**config.mk**
```make
export PLATFORM = sky130hd
export DESIGN_NAME = mips_multicycle_core
export DESIGN_NICKNAME = d
export VERILOG_FILES = /design/src/rtl/mips_multicycle_core.sv
export SDC_FILE = /design/constraint.sdc
export NUM_CORES = 2
export LEC_CHECK = 0
export CORE_MARGIN = 2
export CORE_UTILIZATION = 40
export DETAILED_ROUTE_END_ITERATION = 10
export PLACE_DENSITY = 0.64
export SLEW_MARGIN = 30
export SYNTH_ARGS = -nofsm -noshare
export SYNTH_HDL_FRONTEND = slang
export SYNTH_SLANG_ARGS = --single-unit
```
**constraint.sdc**
```tcl
create_clock -name clk -period 4.3 [get_ports clk]
set_input_delay 1.29 -clock clk [delete_from_list [all_inputs] [get_ports clk]]
set_output_delay 1.29 -clock clk [all_outputs]
set_load 0.01 [all_outputs]
```
**src/rtl/mips_multicycle_core.sv**
```systemverilog
// Multicycle MIPS subset core: datapath plus FSM on one shared memory port.
// Define MIPS_PERF_CNT_EN to add the cyc_cnt/ret_cnt performance counters.
module mips_multicycle_core #(
  parameter logic [31:0] RESET_PC = 32'h0000_0000,
  parameter int          NREGS    = 32
) (
  input  logic        clk,
  input  logic        reset,
  output logic        mem_req,
  output logic        mem_we,
  output logic [31:0] mem_addr,
  output logic [31:0] mem_wdata,
  input  logic        mem_ready,
  input  logic [31:0] mem_rdata,
  output logic        retire,
  output logic        halted,
  output logic [31:0] pc_out
`ifdef MIPS_PERF_CNT_EN
  ,
  output logic [31:0] cyc_cnt,
  output logic [31:0] ret_cnt
`endif
);

  localparam int RW = $clog2(NREGS);

  typedef enum logic [3:0] {
    FETCH, DECODE, EXEC_R, EXEC_I,
    ALUWB, MEMADR, MEMRD, MEMWB,
    MEMWR, BRANCH, JUMP, HALT
  } state_t;

  state_t state, state_n;

  logic [31:0] pc, ipc, ir;
  logic [31:0] a, b, alu_q, mdr;
  logic        run;
  logic [31:0] rf [NREGS];

  logic [5:0]    op, fn;
  logic [4:0]    shamt;
  logic [RW-1:0] rs, rt, rd, wa;
  logic [31:0]   imm, rs_v, rt_v, alu_r;
  logic          is_r, is_alu_r, is_jr, is_addi;
  logic          is_lw, is_sw, is_beq, is_bne, is_j;
  logic          xfer, taken;

  assign op    = ir[31:26];
  assign fn    = ir[5:0];
  assign shamt = ir[10:6];
  assign rs    = ir[21 +: RW];
  assign rt    = ir[16 +: RW];
  assign rd    = ir[11 +: RW];
  assign imm   = {{16{ir[15]}}, ir[15:0]};

  assign is_r     = (op == 6'h00);
  assign is_alu_r = is_r && (fn inside
    {6'h20, 6'h22, 6'h24, 6'h25, 6'h2a, 6'h00, 6'h02});
  assign is_jr    = is_r && (fn == 6'h08);
  assign is_addi  = (op == 6'h08);
  assign is_lw    = (op == 6'h23);
  assign is_sw    = (op == 6'h2b);
  assign is_beq   = (op == 6'h04);
  assign is_bne   = (op == 6'h05);
  assign is_j     = (op == 6'h02);

  assign rs_v  = (rs == '0) ? '0 : rf[rs];
  assign rt_v  = (rt == '0) ? '0 : rf[rt];
  assign wa    = is_r ? rd : rt;
  assign xfer  = mem_req && mem_ready;
  assign taken = (is_beq && (a == b)) || (is_bne && (a != b));

  always_comb begin
    case (fn)
      6'h20:   alu_r = a + b;
      6'h22:   alu_r = a - b;
      6'h24:   alu_r = a & b;
      6'h25:   alu_r = a | b;
      6'h2a:   alu_r = {31'b0, $signed(a) < $signed(b)};
      6'h00:   alu_r = b << shamt;
      6'h02:   alu_r = b >> shamt;
      default: alu_r = '0;
    endcase
  end

  always_ff @(posedge clk) begin
    if (reset) state <= FETCH;
    else       state <= state_n;
  end

  always_comb begin
    state_n   = state;
    mem_req   = 1'b0;
    mem_we    = 1'b0;
    mem_addr  = {alu_q[31:2], 2'b00};
    mem_wdata = b;
    retire    = 1'b0;
    halted    = 1'b0;
    pc_out    = ipc;
    case (state)
      FETCH: begin
        mem_req  = run;
        mem_addr = {pc[31:2], 2'b00};
        pc_out   = pc;
        if (xfer) state_n = DECODE;
      end
      DECODE: begin
        unique case (1'b1)
          is_alu_r:        state_n = EXEC_R;
          is_addi:         state_n = EXEC_I;
          is_lw | is_sw:   state_n = MEMADR;
          is_beq | is_bne: state_n = BRANCH;
          is_j | is_jr:    state_n = JUMP;
          default:         state_n = HALT;
        endcase
      end
      EXEC_R, EXEC_I: state_n = ALUWB;
      MEMADR: state_n = is_lw ? MEMRD : MEMWR;
      MEMRD: begin
        mem_req = run;
        if (xfer) state_n = MEMWB;
      end
      MEMWR: begin
        mem_req = run;
        mem_we  = 1'b1;
        retire  = xfer;
        if (xfer) state_n = FETCH;
      end
      ALUWB, MEMWB, BRANCH, JUMP: begin
        retire  = 1'b1;
        state_n = FETCH;
      end
      HALT:    halted  = 1'b1;
      default: state_n = FETCH;
    endcase
  end

  // ipc keeps the address of the instruction in flight; pc runs 4 ahead
  always_ff @(posedge clk) begin
    if (reset) begin
      pc    <= RESET_PC;
      ipc   <= RESET_PC;
      ir    <= '0;
      a     <= '0;
      b     <= '0;
      alu_q <= '0;
      mdr   <= '0;
      run   <= 1'b0;
      for (int i = 0; i < NREGS; i++) rf[i] <= '0;
    end else begin
      run <= 1'b1;
      case (state)
        FETCH: if (xfer) begin
          ir  <= mem_rdata;
          ipc <= pc;
          pc  <= pc + 32'd4;
        end
        DECODE: begin
          a <= rs_v;
          b <= rt_v;
        end
        EXEC_R: alu_q <= alu_r;
        EXEC_I, MEMADR: alu_q <= a + imm;
        ALUWB: if (wa != '0) rf[wa] <= alu_q;
        MEMRD: if (xfer) mdr <= mem_rdata;
        MEMWB: if (rt != '0) rf[rt] <= mdr;
        BRANCH: if (taken) pc <= pc + {imm[29:0], 2'b00};
        JUMP: begin
          if (is_jr) pc <= {a[31:2], 2'b00};
          else       pc <= {pc[31:28], ir[25:0], 2'b00};
        end
        default: ;
      endcase
    end
  end

`ifdef MIPS_PERF_CNT_EN
  always_ff @(posedge clk) begin
    if (reset) begin
      cyc_cnt <= '0;
      ret_cnt <= '0;
    end else begin
      if (!halted) cyc_cnt <= cyc_cnt + 32'd1;
      if (retire)  ret_cnt <= ret_cnt + 32'd1;
    end
  end
`endif

endmodule

```
pinout.png
(1 px per um) Pins as bars across the die edge, other pins in grey.
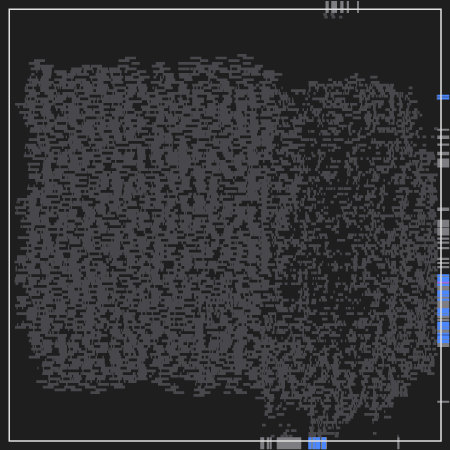
colour	port	pins	direction	edge
blue	mem_addr	32	output	24 right, 8 bottom
purple	retire	1	output	right
all pins by edge	83 right, 42 bottom, 10 top
Horiz. Die Dim: 430 um
count of buffers from port buffering: 130
Die Y-Extent: 430 um

m3.png
(1 px per um) Cells faint in the background.
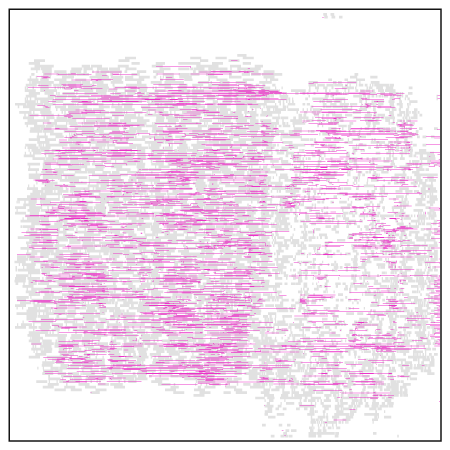
nets with wire on the layer	959
wire length on this layer	32.4 mm
share of all routed wire	12%
longest straight run	160 um
total vias in the final route: 56392
detailed-route wire length: 280000 um
met3 usage: 6.68%

==> impl_metrics.ini <==
; yosys + openroad results
[sta]
final-hold-violation-count = 0
setup_violators_final = 0
period_needed_ns = 4.18
finalClockPeriodUsage_pct = 97.3
maxSlewViolCount = 0
max_clk_rate_mhz = 239
clock_skew_ns = 0.0584
slew-limit-headroom_pct = 35.9
worst-slew-pin-transition_ns = 0.962
fin_ws_ns = 0.118

[logic_synthesis]
synth.yosys.seq_area_share_pct = 48.8
synthDominantCellAreaShare_pct = 42.3
proportion_of_synthesized_flip_flops_having_asynchronous_set_or_reset_pct = 0
synth.yosys.num_cells = 6120
yosys-stat-area_sq_um = 72600
most_frequent_cell_after_synthesis = sky130_fd_sc_hd__nor2_1
synthesis_warning_total = 0
synthTopCellsByCount = sky130_fd_sc_hd__nor2_1 (1354), sky130_fd_sc_hd__edfxtp_1 (1024), sky130_fd_sc_hd__mux4_2 (692)
synth_area_leader_cell = sky130_fd_sc_hd__edfxtp_1
yosys-top-cells-area = sky130_fd_sc_hd__edfxtp_1 (42%), sky130_fd_sc_hd__mux4_2 (21%), sky130_fd_sc_hd__nor2_1 (7.0%)
post_synth.cell_area_avg_sq_um = 11.9
yosysUniqueCellTypes = 91
number_of_enable_type_register_cells_in_the_synthesized_netlist = 1024
syn-instance-count = 6120
syn_area_sq_um = 72600
ys.flop_type = sky130_fd_sc_hd__edfxtp_1
ys.flops = 1259

[setup_path]
r2r_start = a[0]$_SDFFE_PP0P_
setup.worst_path.class = input pin to primary output
critical_path_arrival_ns = 2.89
largest_stage_delay_on_the_critical_path_ns = 0.44
crit_path_end_kind = primary output
r2r.worst_path.cells = 15
timing.critical_path.buf_inv = 2
path_max_fanout = 2
crit_family = buffers and inverters
crit_path_start_kind = input pin
critPathRequiredTime_ns = 3.01
cp_num_cells = 8
setup.reg_to_reg.worst_slack_ns = 0.15
timing.critical_path.cells = clkdlybuf4s50_1 > nand2_1 > nand2_1 > o21ai_0 > nor2_1 > nand2_1 > o21ai_0 > dlygate4sd2_1
r2r_end = alu_q[28]$_SDFFE_PP0P_
crit_top_cell = sky130_fd_sc_hd__nand2_1
critPathSlowestCell = sky130_fd_sc_hd__clkdlybuf4s50_1

[clock_network]
cts-root-buf = sky130_fd_sc_hd__clkbuf_16
worst_skew_pair.late_latency_ns = 0.80
clock_tree_from_tritoncts = yes
cts_sinks = 1259
clock_transition_at_path_regs_ns = 0.06
cts_max_level = 4
post_cts_buffers = 0
cts-root-to-sink-buffers = 3
numCtsBuffers = 138

[flow_run]
max_cap_violations = 0
warnings = 111

[final_layout]
num-nets-final = 6517
final_cells = 8790
logic_area_sq_um = 35300
mostFrequentLayoutCell = sky130_fd_sc_hd__nor2_1
flow.area_growth_from_synthesis_pct = 16.2
fill_cells = 15990
number_of_flip_flops_under_the_largest_register_name = 1024
layout_top_cells = sky130_fd_sc_hd__nor2_1 (1354), sky130_fd_sc_hd__edfxtp_1 (1024), sky130_fd_sc_hd__mux4_2 (692)
seqCellArea_sq_um = 35500
post_route_cells_drive_above_1_share_pct = 23.3
final_util_pct = 46.7
regMostFlops = rf

[grt]
grt-ovfl-total = 0
first_pass_grt_wire_length_um = 396000
grt_use_total_pct = 29.8
grt_antenna_before_repair = 6
first_global_vias = 54911
pin_count_of_the_biggest_net_entering_global_routing = 149

[pwr]
static_leakage_uw = 0.0284
seq_cell_power_uw = 13900
pwr_density_cell_nw_per_um2 = 364
powerComb_uw = 4830
power.sequential.fraction_pct = 45.3
share_clk_of_total_power_pct = 39.0
internal_power_uw = 22200
power.share.combinational_pct = 15.7
p_clk_uw = 12000
vdd_drop_max_uv = 316
power.share.switching_pct = 27.7
total_switching_power_uw = 8530
overall_power_uw = 30700
power.group.top = sequential cells

[route]
vias_per_cell = 6.42
drt.antenna.violating_nets = 0
detail_route.iter0.violations = 8493
detail_route.drc_violations = 0
first_pass_iters = 8
wl_per_cell_um = 31.9

[worst_hold_path]
worstHoldPathType = flip-flop to flip-flop
worstHoldEndpoint = ipc[19]$_SDFFE_PP0P_
whs_path_depth = 2
holdCritStartpoint = ipc[19]$_SDFFE_PP0P_

[placement]
instance_count_after_placement_with_tap_cells_included = 8535
preCtsSetupSlack_ns = -0.0318
dpl.hpwl_um = 192000
finalWeightedCongestion = 1.02

[floorplan]
io-pin-count = 135
chipArea_sq_um = 185000
cell_rows = 156
floorplan.initialDensity_pct = 40.2
floorplan.core_area_sq_um = 181000

[outcome]
run_status = finished, final reports clean
==> timing repair <==
action                                  in CTS  in global routing
resized                                      1                  2
hold endpoints to repair                     0                  0
endpoints found under the setup margin       1                 20
hold buffers                                 0                  0
==> logic make-up after synthesis <==
group	after synthesis	synth area share [%]
AND/OR/NAND/NOR	2201	12.2
flip-flops	1259	48.8
AND-OR/OR-AND	891	7.84
multiplexers	853	23.7
buffers and inverters	676	3.68
adder cells (fa/ha/maj)	177	3.09
XOR/XNOR	62	0.747
other	1	0.00516
==> metrics by stage <==
stage	hold WS, ns	TNS (ns)	area (sq um)
global route	0.472	-0.00856	84400
CTS	0.455	0	84400
floorplan	0.436	0	72800
finish	0.453	0	84400
global placement	0.444	-0.0752	79900
detailed placement	0.447	-0.0318	79900
==> metal layers <==
metal / GRT usage [%] / vias to the layer above / wire length, um
li1: - / 23229 / -
met1: 38.7 / 28510 / 102000
met2: 47.7 / 3902 / 131000
met3: 6.68 / 751 / 32400
met4: 13.7 / 0 / 15100
met5: 0 / - / 0
==> layout make-up <==
class / instances / area share (%)
clock buffers: 168 / 4.36
diodes: 3 / 0.00889
well taps: 2370 / 3.51
multi-input cells: 4220 / 41.8
repair buffers: 558 / 6.71
clock inverters: 84 / 1.00
flip-flops and latches: 1259 / 42.1
inverters: 128 / 0.569
==> worst max-delay path by stage <==
stage / start / endpoint / slack, ns
after floorplan: reset / rf[3][0]$_SDFFCE_PN0P_ / 0.11
after global placement: mem_ready / retire / -0.08
after detailed placement: mem_ready / retire / -0.03
after CTS: state[1]$_SDFFE_PP0P_ / mem_addr[29] / 0.05
after global routing: state[1]$_SDFFE_PP0P_ / mem_addr[29] / -0.009
final: mem_ready / retire / 0.12
